## src/rtl/rst_seq_ctrl_if.sv

```systemverilog
// Signal bundle between the reset sequencer and its surroundings: timing strobe,
// PLL lock, soft-reset handshake and the sequenced domain resets with status.
interface rst_seq_ctrl_if #(
    parameter int NDOM = 4
);
    logic            pluse_us;
    logic            pll_locked;
    logic            soft_req;
    logic            soft_ack;
    logic [NDOM-1:0] dom_rst_n;
    logic            seq_done;
    logic [2:0]      state;
    logic [7:0]      lock_lost_cnt;

    // Environment side: drives strobe, lock and soft request, observes the resets.
    modport master (
        output pluse_us, pll_locked, soft_req,
        input  soft_ack, dom_rst_n, seq_done, state, lock_lost_cnt
    );

    // Sequencer side.
    modport slave (
        input  pluse_us, pll_locked, soft_req,
        output soft_ack, dom_rst_n, seq_done, state, lock_lost_cnt
    );
endinterface

```

## src/rtl/rst_seq_ctrl.sv

```systemverilog
// Reset sequencer for the clk_sys domain. Qualifies PLL lock for LOCK_US microsecond
// strobes, then releases the domain resets LSB first, STEP_US strobes apart. Lock loss
// or an accepted soft request pulls every domain back into reset; the release sequence
// then runs again. All outputs come straight from flops so dom_rst_n cannot glitch.
module rst_seq_ctrl #(
    parameter int NDOM        = 4,
    parameter int LOCK_US     = 100,
    parameter int STEP_US     = 10,
    parameter int SOFT_US     = 5,
    parameter int SYNC_STAGES = 2
) (
    input logic         clk_sys,
    input logic         rst,
    rst_seq_ctrl_if.slave sq
);

    localparam int MAX_LS  = (LOCK_US > STEP_US) ? LOCK_US : STEP_US;
    localparam int CNT_MAX = (MAX_LS > SOFT_US) ? MAX_LS : SOFT_US;
    localparam int CNT_W   = $clog2(CNT_MAX + 1);
    localparam int IDX_W   = (NDOM > 1) ? $clog2(NDOM) : 1;

    typedef enum logic [2:0] {
        WAIT_LOCK = 3'd1,
        STABLE    = 3'd2,
        RELEASE   = 3'd3,
        RUN       = 3'd4,
        SOFT      = 3'd5
    } state_t;

    logic [SYNC_STAGES-1:0] sync_q;
    logic                   lk_s;

    state_t             state_q, state_d;
    logic [CNT_W-1:0]   cnt_q, cnt_d;
    logic [IDX_W-1:0]   idx_q, idx_d, idx_inc;
    logic [NDOM-1:0]    dom_q, dom_d;
    logic               done_q, done_d;
    logic               ack_q, ack_d;
    logic [7:0]         lost_q, lost_d;
    logic               lose_evt;
    logic               start_rel;

    // Bring the asynchronous lock indication into clk_sys through a flop chain.
    always_ff @(posedge clk_sys) begin
        if (rst) begin
            sync_q <= '0;
        end else begin
            sync_q <= {sync_q[SYNC_STAGES-2:0], sq.pll_locked};
        end
    end

    assign lk_s    = sync_q[SYNC_STAGES-1];
    assign idx_inc = idx_q + IDX_W'(1);

    // Next-state and next-output decode; priority is lock loss, then soft request, then timers.
    always_comb begin
        state_d   = state_q;
        cnt_d     = cnt_q;
        idx_d     = idx_q;
        dom_d     = dom_q;
        done_d    = done_q;
        ack_d     = 1'b0;
        lost_d    = lost_q;
        lose_evt  = 1'b0;
        start_rel = 1'b0;

        // Microsecond strobes accumulate while the state holds; saturate so long
        // soft-reset holds cannot wrap the counter back below SOFT_US.
        if (sq.pluse_us && (cnt_q != CNT_W'(CNT_MAX))) begin
            cnt_d = cnt_q + CNT_W'(1);
        end

        case (state_q)
            WAIT_LOCK: begin
                dom_d  = '0;
                done_d = 1'b0;
                if (lk_s) begin
                    state_d = STABLE;
                    cnt_d   = '0;
                end
            end
            STABLE: begin
                // Lock dropping before any release is not counted as a loss.
                if (!lk_s) begin
                    state_d = WAIT_LOCK;
                    cnt_d   = '0;
                end else if (sq.pluse_us && (cnt_q == CNT_W'(LOCK_US - 1))) begin
                    start_rel = 1'b1;
                end
            end
            RELEASE: begin
                if (!lk_s) begin
                    lose_evt = 1'b1;
                end else if (sq.pluse_us && (cnt_q == CNT_W'(STEP_US - 1))) begin
                    cnt_d          = '0;
                    idx_d          = idx_inc;
                    dom_d[idx_inc] = 1'b1;
                    if (idx_inc == IDX_W'(NDOM - 1)) begin
                        state_d = RUN;
                        done_d  = 1'b1;
                    end
                end
            end
            RUN: begin
                if (!lk_s) begin
                    lose_evt = 1'b1;
                end else if (sq.soft_req) begin
                    state_d = SOFT;
                    cnt_d   = '0;
                    dom_d   = '0;
                    done_d  = 1'b0;
                    ack_d   = 1'b1;
                end
            end
            SOFT: begin
                // Lock is still good here, so release restarts without re-qualification.
                if (!lk_s) begin
                    lose_evt = 1'b1;
                end else if (!sq.soft_req && (cnt_q >= CNT_W'(SOFT_US))) begin
                    start_rel = 1'b1;
                end
            end
            default: begin
                state_d = WAIT_LOCK;
                cnt_d   = '0;
                idx_d   = '0;
                dom_d   = '0;
                done_d  = 1'b0;
            end
        endcase

        if (start_rel) begin
            cnt_d    = '0;
            idx_d    = '0;
            dom_d    = '0;
            dom_d[0] = 1'b1;
            if (NDOM == 1) begin
                state_d = RUN;
                done_d  = 1'b1;
            end else begin
                state_d = RELEASE;
            end
        end

        if (lose_evt) begin
            state_d = WAIT_LOCK;
            cnt_d   = '0;
            idx_d   = '0;
            dom_d   = '0;
            done_d  = 1'b0;
            if (lost_q != 8'hFF) begin
                lost_d = lost_q + 8'd1;
            end
        end
    end

    // State, timer and output registers; reset forces every domain into reset.
    always_ff @(posedge clk_sys) begin
        if (rst) begin
            state_q <= WAIT_LOCK;
            cnt_q   <= '0;
            idx_q   <= '0;
            dom_q   <= '0;
            done_q  <= 1'b0;
            ack_q   <= 1'b0;
            lost_q  <= '0;
        end else begin
            state_q <= state_d;
            cnt_q   <= cnt_d;
            idx_q   <= idx_d;
            dom_q   <= dom_d;
            done_q  <= done_d;
            ack_q   <= ack_d;
            lost_q  <= lost_d;
        end
    end

    assign sq.dom_rst_n     = dom_q;
    assign sq.seq_done      = done_q;
    assign sq.soft_ack      = ack_q;
    assign sq.state         = state_q;
    assign sq.lock_lost_cnt = lost_q;

endmodule

```

## src/flat_wrapper.sv

```systemverilog
// flat-port wrapper written by rule: the top's interface ports become plain ports
module rst_seq_ctrl_flat 
#(
    parameter int NDOM        = 4,
    parameter int LOCK_US     = 100,
    parameter int STEP_US     = 10,
    parameter int SOFT_US     = 5,
    parameter int SYNC_STAGES = 2
)
  (clk_sys, rst, sq_pluse_us, sq_pll_locked, sq_soft_req, sq_soft_ack, sq_dom_rst_n, sq_seq_done, sq_state, sq_lock_lost_cnt);
  rst_seq_ctrl_if #(.NDOM(NDOM)) sq_i ();
  input logic clk_sys;
  input logic rst;
  input wire logic [$bits(sq_i.pluse_us)-1:0] sq_pluse_us;
  input wire logic [$bits(sq_i.pll_locked)-1:0] sq_pll_locked;
  input wire logic [$bits(sq_i.soft_req)-1:0] sq_soft_req;
  output wire logic [$bits(sq_i.soft_ack)-1:0] sq_soft_ack;
  output wire logic [$bits(sq_i.dom_rst_n)-1:0] sq_dom_rst_n;
  output wire logic [$bits(sq_i.seq_done)-1:0] sq_seq_done;
  output wire logic [$bits(sq_i.state)-1:0] sq_state;
  output wire logic [$bits(sq_i.lock_lost_cnt)-1:0] sq_lock_lost_cnt;
  assign sq_i.pluse_us = sq_pluse_us;
  assign sq_i.pll_locked = sq_pll_locked;
  assign sq_i.soft_req = sq_soft_req;
  assign sq_soft_ack = sq_i.soft_ack;
  assign sq_dom_rst_n = sq_i.dom_rst_n;
  assign sq_seq_done = sq_i.seq_done;
  assign sq_state = sq_i.state;
  assign sq_lock_lost_cnt = sq_i.lock_lost_cnt;
  rst_seq_ctrl #(.NDOM(NDOM), .LOCK_US(LOCK_US), .STEP_US(STEP_US), .SOFT_US(SOFT_US), .SYNC_STAGES(SYNC_STAGES)) u_core (.clk_sys(clk_sys), .rst(rst), .sq(sq_i));
endmodule
```

## config.mk

```make
export PLATFORM = sky130hd
export DESIGN_NAME = rst_seq_ctrl_flat
export DESIGN_NICKNAME = d
export VERILOG_FILES = /design/src/rtl/rst_seq_ctrl_if.sv /design/src/rtl/rst_seq_ctrl.sv /design/src/flat_wrapper.sv
export SDC_FILE = /design/constraint.sdc
export NUM_CORES = 1
export LEC_CHECK = 0
export ABC_AREA = 0
export CAP_MARGIN = 20
export CORE_ASPECT_RATIO = 0.75
export CORE_MARGIN = 2
export CORE_UTILIZATION = 65
export DETAILED_ROUTE_END_ITERATION = 16
export DONT_BUFFER_PORTS = 1
export HOLD_SLACK_MARGIN = 0.06
export PLACE_DENSITY = 0.81
export SLEW_MARGIN = 10
export SYNTH_ARGS = -nofsm -noshare
export SYNTH_HDL_FRONTEND = slang
export SYNTH_SLANG_ARGS = --single-unit
export TNS_END_PERCENT = 100
```

## constraint.sdc

```tcl
create_clock -name clk_sys -period 5.3 [get_ports clk_sys]
set_clock_uncertainty 0.15 [all_clocks]
set_input_delay 1.325 -clock clk_sys [delete_from_list [all_inputs] [get_ports clk_sys]]
set_output_delay 1.325 -clock clk_sys [all_outputs]
set_load 0.03 [all_outputs]
```

==> results_slide.txt, run 1 <==
Physical Implementation Snapshot

Outcome
  • Status: complete, no violations

CTS
  • CTS root buf: clkbuf_4
  • Post-cts sizing count: 0
  • Sink Count: 28
  • Postcts setup bufs: 0
  • Clk ins delay skew pair: 0.35 ns
  • Clock Path Buffers: 2
  • CTS tree: done
  • Hold bufs inserted after CTS: 0

Power
  • Comb power frac: 18.9%
  • Internal Pwr Total: 0.331 mW
  • Switching Share: 31.0%
  • Switch Pwr: 0.149 mW
  • Sequential power: 0.246 mW
  • Comb power: 0.0907 mW
  • Tot Pwr: 0.480 mW

Min path
  • WHS Endpoint: u_core.sync_q[1]$_SDFF_PP0_
  • Worst Hold Launch: u_core.sync_q[0]$_SDFF_PP0_
  • Hold Crit Class: flip-flop to flip-flop

Floorplan
  • Die W: 62.9 um
  • # rows: 15
  • Die H: 48.2 um
  • Starting Density: 71.0%

Setup path
  • Crit path DRT: 5.40 ns
  • WS Path Type: flip-flop to flip-flop
  • R2R Path End: u_core.sq.state[0]$_SDFFE_PP1P_
  • Data arrival, critical path: 2.98 ns
  • Worst setup path end: u_core.sq.state[0]$_SDFFE_PP1P_
  • CP startpoint: u_core.sq.state[1]$_SDFFE_PP0P_

Routing
  • WL final: 4010 um
  • Vias: 1484
  • Drt first pass iters: 6

Global route
  • Largest net degree at the start of global routing: 18
  • Grt ovf: 0

Yosys
  • Complex Gates by Area: 24.3%
  • Yosys stat chip area: 1690 um^2
  • Commonest flop: dfxtp_1
  • Post-synthesis sequential area ratio: 33.1%
  • Mapped Area: 1690 um^2
  • Xor/xnor share: 3.11%
  • Synth Instances: 185
  • Mux share: 1.18%

Final timing
  • Final TNS setup: 0 ns
  • Slew headroom: 48.8%
  • Fin worst setup slack: 2.42 ns
  • Slew Limit Fails: 0

Placement
  • Dpl ws: 2.53 ns

Finish
  • # diodes: 0
  • Nets: 195
  • Fillers: 195
==> run 1: routing by layer <==
metal	track usage [%]	wire [um]	vias up	part of all wire (%)
met1	36.8	1830	706	46
li1	-	-	695	-
met3	6.93	347	8	8.7
met5	0	0	-	0
met4	10.2	76	0	1.9
met2	46.2	1760	75	44
==> run 1: cell usage after synthesis (2+ instances only) <==
cell type | count | area (um^2)
or3_1 | 4 | 25.0
inv_1 | 13 | 48.8
a21boi_0 | 2 | 15.0
or4_1 | 6 | 45.0
nand3b_1 | 4 | 30.0
mux2i_1 | 2 | 20.0
xor2_1 | 2 | 17.5
xnor2_1 | 4 | 35.0
a21oi_1 | 10 | 50.1
a41oi_1 | 2 | 17.5
buf_4 | 2 | 15.0
o32ai_1 | 3 | 26.3
a21oi_2 | 2 | 17.5
nand4b_1 | 4 | 35.0
buf_2 | 3 | 15.0
nand2_1 | 9 | 33.8
o21ai_0 | 6 | 30.0
nand3_1 | 4 | 20.0
nand4_1 | 3 | 18.8
nor4_1 | 9 | 56.3
o31ai_1 | 5 | 37.5
nand2b_1 | 5 | 31.3
ha_1 | 9 | 113
dfxtp_1 | 28 | 561
a31o_2 | 2 | 17.5
nor2_1 | 6 | 22.5
clkbuf_1 | 3 | 11.3
nor2b_1 | 3 | 18.8
==> run 1: critical path, stage by stage, from the launching register on <==
cell      delay (ns)
dfxtp_1         0.84
inv_1           0.17
ha_1            0.33
o21ai_2         0.32
nand2b_1        0.37
or4_1           0.59
==> run 1: kinds of logic (layout without fill, tap and decap cells) <==
group                    after synthesis  in the layout
multiplexers                           2              2
flip-flops                            28             28
AND-OR/OR-AND                         52             52
adder cells (fa/ha/maj)                9              9
XOR/XNOR                               6              6
AND/OR/NAND/NOR                       66             66
buffers and inverters                 22             17
==> run 1: through the flow <==
stage | instances | instance area (um^2) | hold WS, ns | utilization (%)
3_3_place_gp | 210 | 1680 | 0.270 | 70.6
3_5_place_dp | 210 | 1680 | 0.282 | 70.6
6_report | 214 | 1730 | 0.302 | 72.8
2_1_floorplan | 185 | 1690 | 0.264 | -
5_1_grt | 214 | 1730 | 0.321 | 72.8
4_1_cts | 214 | 1730 | 0.307 | 72.8
==> run 1: sequential cells by signal, indices dropped and copies added, names as in the netlist <==
name                     flops
u_core.sq.state              3
u_core.sq.dom_rst_n          4
u_core.sq.lock_lost_cnt      8
u_core.cnt_q                 7
u_core.sync_q                2
u_core.sq.soft_ack           1
u_core.idx_q                 2
u_core.sq.seq_done           1
==> run 1: cell type report <==
| type | count | share of cell area [%] |
|---|---|---|
| Inverter | 13 | 2.81 |
| Tap cell | 34 | 2.45 |
| Clock buffer | 3 | 1.30 |
| Multi-Input combinational cell | 135 | 59.4 |
| Sequential cell | 28 | 32.3 |
| Clock inverter | 1 | 1.73 |
==> run 1: cell usage in the layout, fill, tap and decap left out, types with 3 or more instances in the layout <==
cell type and count:
inv_1 13, nand4_1 3, clkbuf_4 3, o31ai_1 5, nand3_1 4, ha_1 9, nand4b_1 4, nor4_1 9
or3_1 4, or4_1 6, nand2b_1 5, nor2b_1 3, nand3b_1 4, xnor2_1 4, dfxtp_1 28, nand2_1 9
o32ai_1 3, o21ai_0 6, nor2_1 6, a21oi_1 10
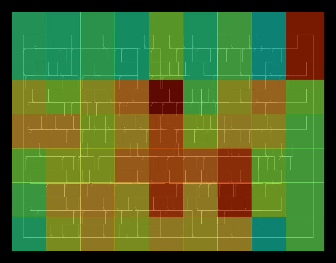
(run_1/congestion_map.png)
routed len/inst: 18.7 um
GR Util met2: 46.2%
gr busiest metal: met2
Tot GR Track Use: 27.9%

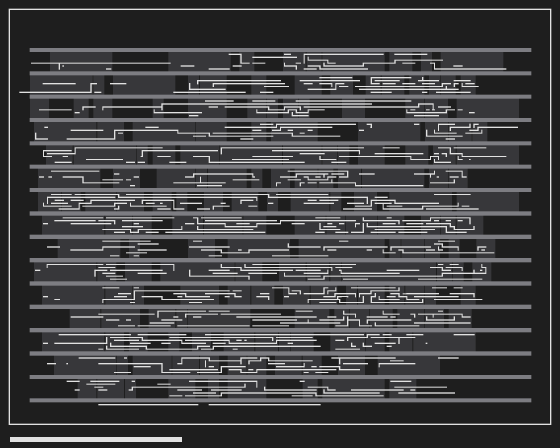
(run_1/m1.png)
Scale bar: 20 um. Supply wires on this layer in gray. Cells faint in the background.
share of all routed wire = 46%
nets with wire on the layer = 178
longest straight run = 24.4 um
main direction = horizontal

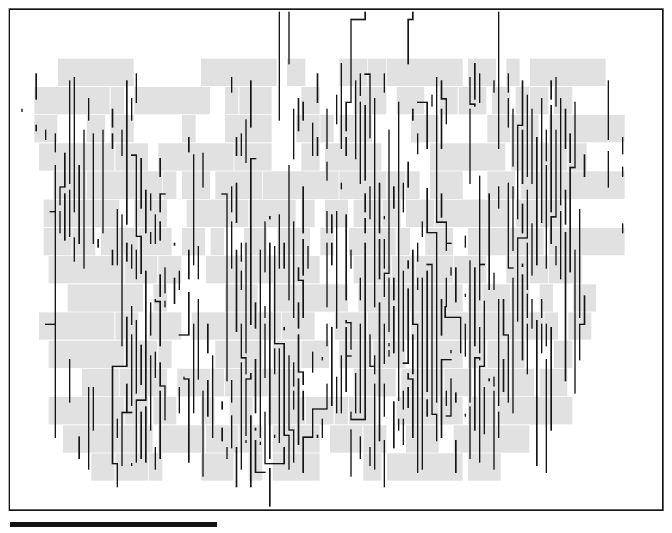
(run_1/m2.png)
Scale bar: 20 um. Cells faint in the background.
share of all routed wire = 44%
main direction = vertical
nets with wire on the layer = 161
wire length on this layer = 1760 um

## Run 2: what changed since run 1
CORE_UTILIZATION = 56   (was 65)
PLACE_DENSITY = 0.74   (was 0.81)
clock period = 2.3 ns   (was 5.3 ns; I/O delays follow)
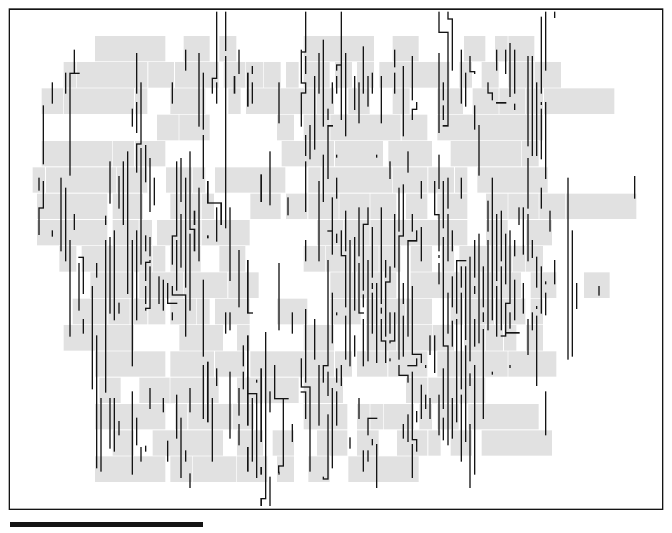
(run_2/m2.png)
Scale bar: 20 um. Cells faint in the background.
main direction = vertical
share of all routed wire = 41%
wire length on this layer = 1540 um
longest straight run = 18.7 um
nets with wire on the layer = 173

==> run 2 against run 1 <==
  * Utilization is 9.6 points lower
  * Largest power group unchanged
  * Count of clock-buffer cells in the layout stayed put
  * Design area is 6.1% higher
  * Maximum frequency is 39% higher
  * Die size is 15% higher
  * Highest routed layer unchanged
  * Clock power went up to 2.8 times the previous value
  * Hold slack worse by 0.11 ns
  * Critical path depth is 1 higher
  * Synthesized area stayed put
  * Wire length is 5.9% lower
==> results_slide.txt, run 2 <==
Physical Implementation Snapshot

Outcome
  • Status: complete, no violations (unchanged)

Setup path
  • Data arrival, critical path: 2.10 ns (was 2.98 ns)
  • Worst path max stage delay: 0.51 ns (was 0.84 ns)
  • Crit path DRT: 2.32 ns (was 5.40 ns)
  • R2R Path End: u_core.sq.state[0]$_SDFFE_PP1P_ (unchanged)

Yosys
  • Yosys stat chip area: 1690 um^2 (unchanged)
  • Synth Instances: 185 (unchanged)
  • Post-synthesis sequential area ratio: 33.1% (unchanged)
  • Count leader, synth: dfxtp_1 (unchanged)
  • Xor/xnor share: 3.11% (unchanged)
  • Synth top area share: 33.1% (unchanged)
  • Top cells by count, synth: 28 x dfxtp_1, 13 x inv_1, 10 x a21oi_1 (unchanged)

CTS
  • Post-cts sizing count: 0 (unchanged)
  • Postcts setup bufs: 0 (unchanged)
  • Clk ins delay skew pair: 0.28 ns (was 0.35 ns)

Floorplan
  • Starting Density: 58.1% (was 71.0%)
  • Die W: 67.5 um (was 62.9 um)
  • # rows: 17 (was 15)

Placement
  • Dpl ws: 0.277 ns (was 2.53 ns)

Global route
  • Met1 usage: 36.4% (was 36.8%)
  • Gr busiest metal: met1 (was met2)
  • GRT met3 Usage: 8.66% (was 6.93%)
  • Tot GR Track Use: 24.1% (was 27.9%)

Routing
  • Routed len/inst: 16.5 um (was 18.7 um)
  • Drt first pass iters: 4 (was 6)
  • Vias: 1476 (was 1484)

Finish
  • Cell area after layout: 1840 um^2 (was 1730 um^2)
  • Fin util: 63.2% (was 72.8%)

Final timing
  • Slew Limit Fails: 0 (unchanged)
  • Final TNS setup: 0 ns (unchanged)
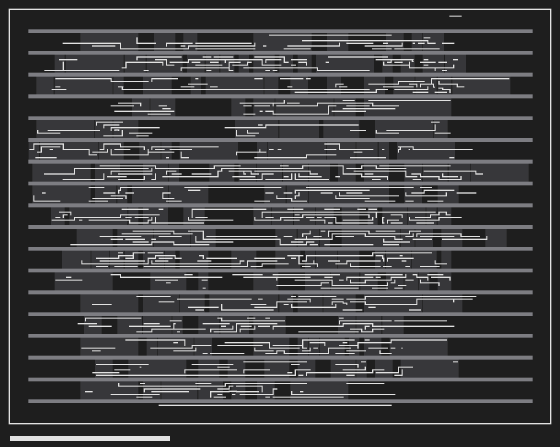
(run_2/m1.png)
Scale bar: 20 um. Supply wires on this layer in gray. Cells faint in the background.
share of all routed wire = 50%
wire length on this layer = 1890 um
longest straight run = 30.8 um
main direction = horizontal
nets with wire on the layer = 185

==> run 2: through the flow <==
step                hold slack (ns)  cells
floorplan                     0.264    185
global placement              0.291    225
detailed placement            0.297    225
CTS                           0.189    229
global route                  0.178    229
finish                        0.192    229
==> run 2: cells by family after synthesis <==
kind of cell	count (synthesis)
buffers and inverters	22
adder cells (fa/ha/maj)	9
XOR/XNOR	6
multiplexers	2
AND/OR/NAND/NOR	66
flip-flops	28
AND-OR/OR-AND	52
==> run 2: worst max-delay path by stage <==
stage                                                 end  slack (ns)
after detailed placement  u_core.sq.state[0]$_SDFFE_PP1P_        0.28
after CTS                 u_core.sq.state[0]$_SDFFE_PP1P_        0.25
final                     u_core.sq.state[0]$_SDFFE_PP1P_        0.22
after floorplan           u_core.sq.state[0]$_SDFFE_PP1P_        0.13
after global routing           u_core.cnt_q[6]$_SDFF_PP0_        0.05
after global placement    u_core.sq.state[0]$_SDFFE_PP1P_        0.31
==> run 2: critical path, delay by kind of cell (launching register included) <==
family,cells,cell delay (ns)
compound gates,3,0.62
simple gates,1,0.51
flops,1,0.41
fa+ha+maj,1,0.20
buf+inv,1,0.08
==> run 2: cell type report <==
cell class	instances	area, um^2	area share (%)
inverter	13	48.8	2.65
clock buffer	3	41.3	2.24
multi-input combinational	135	1030	55.9
tap	38	47.5	2.58
timing repair buffer	11	82.6	4.49
sequential	28	561	30.5
clock inverter	1	30.0	1.63
==> run 2: power by group <==
part	total, mW	internal [mW]	switching (mW)
combinational	0.264	0.0973	0.166
clock	0.394	0.234	0.161
sequential	0.525	0.503	0.0220
total	1.18	0.834	0.349
==> run 2: routing by layer <==
layer	wire length, um	share of wire, %
met1	1890	50
met2	1540	41
met3	295	7.8
met4	46	1.2
met5	0	0
Power figures rest on the tool's default switching activity, not on a simulated workload.
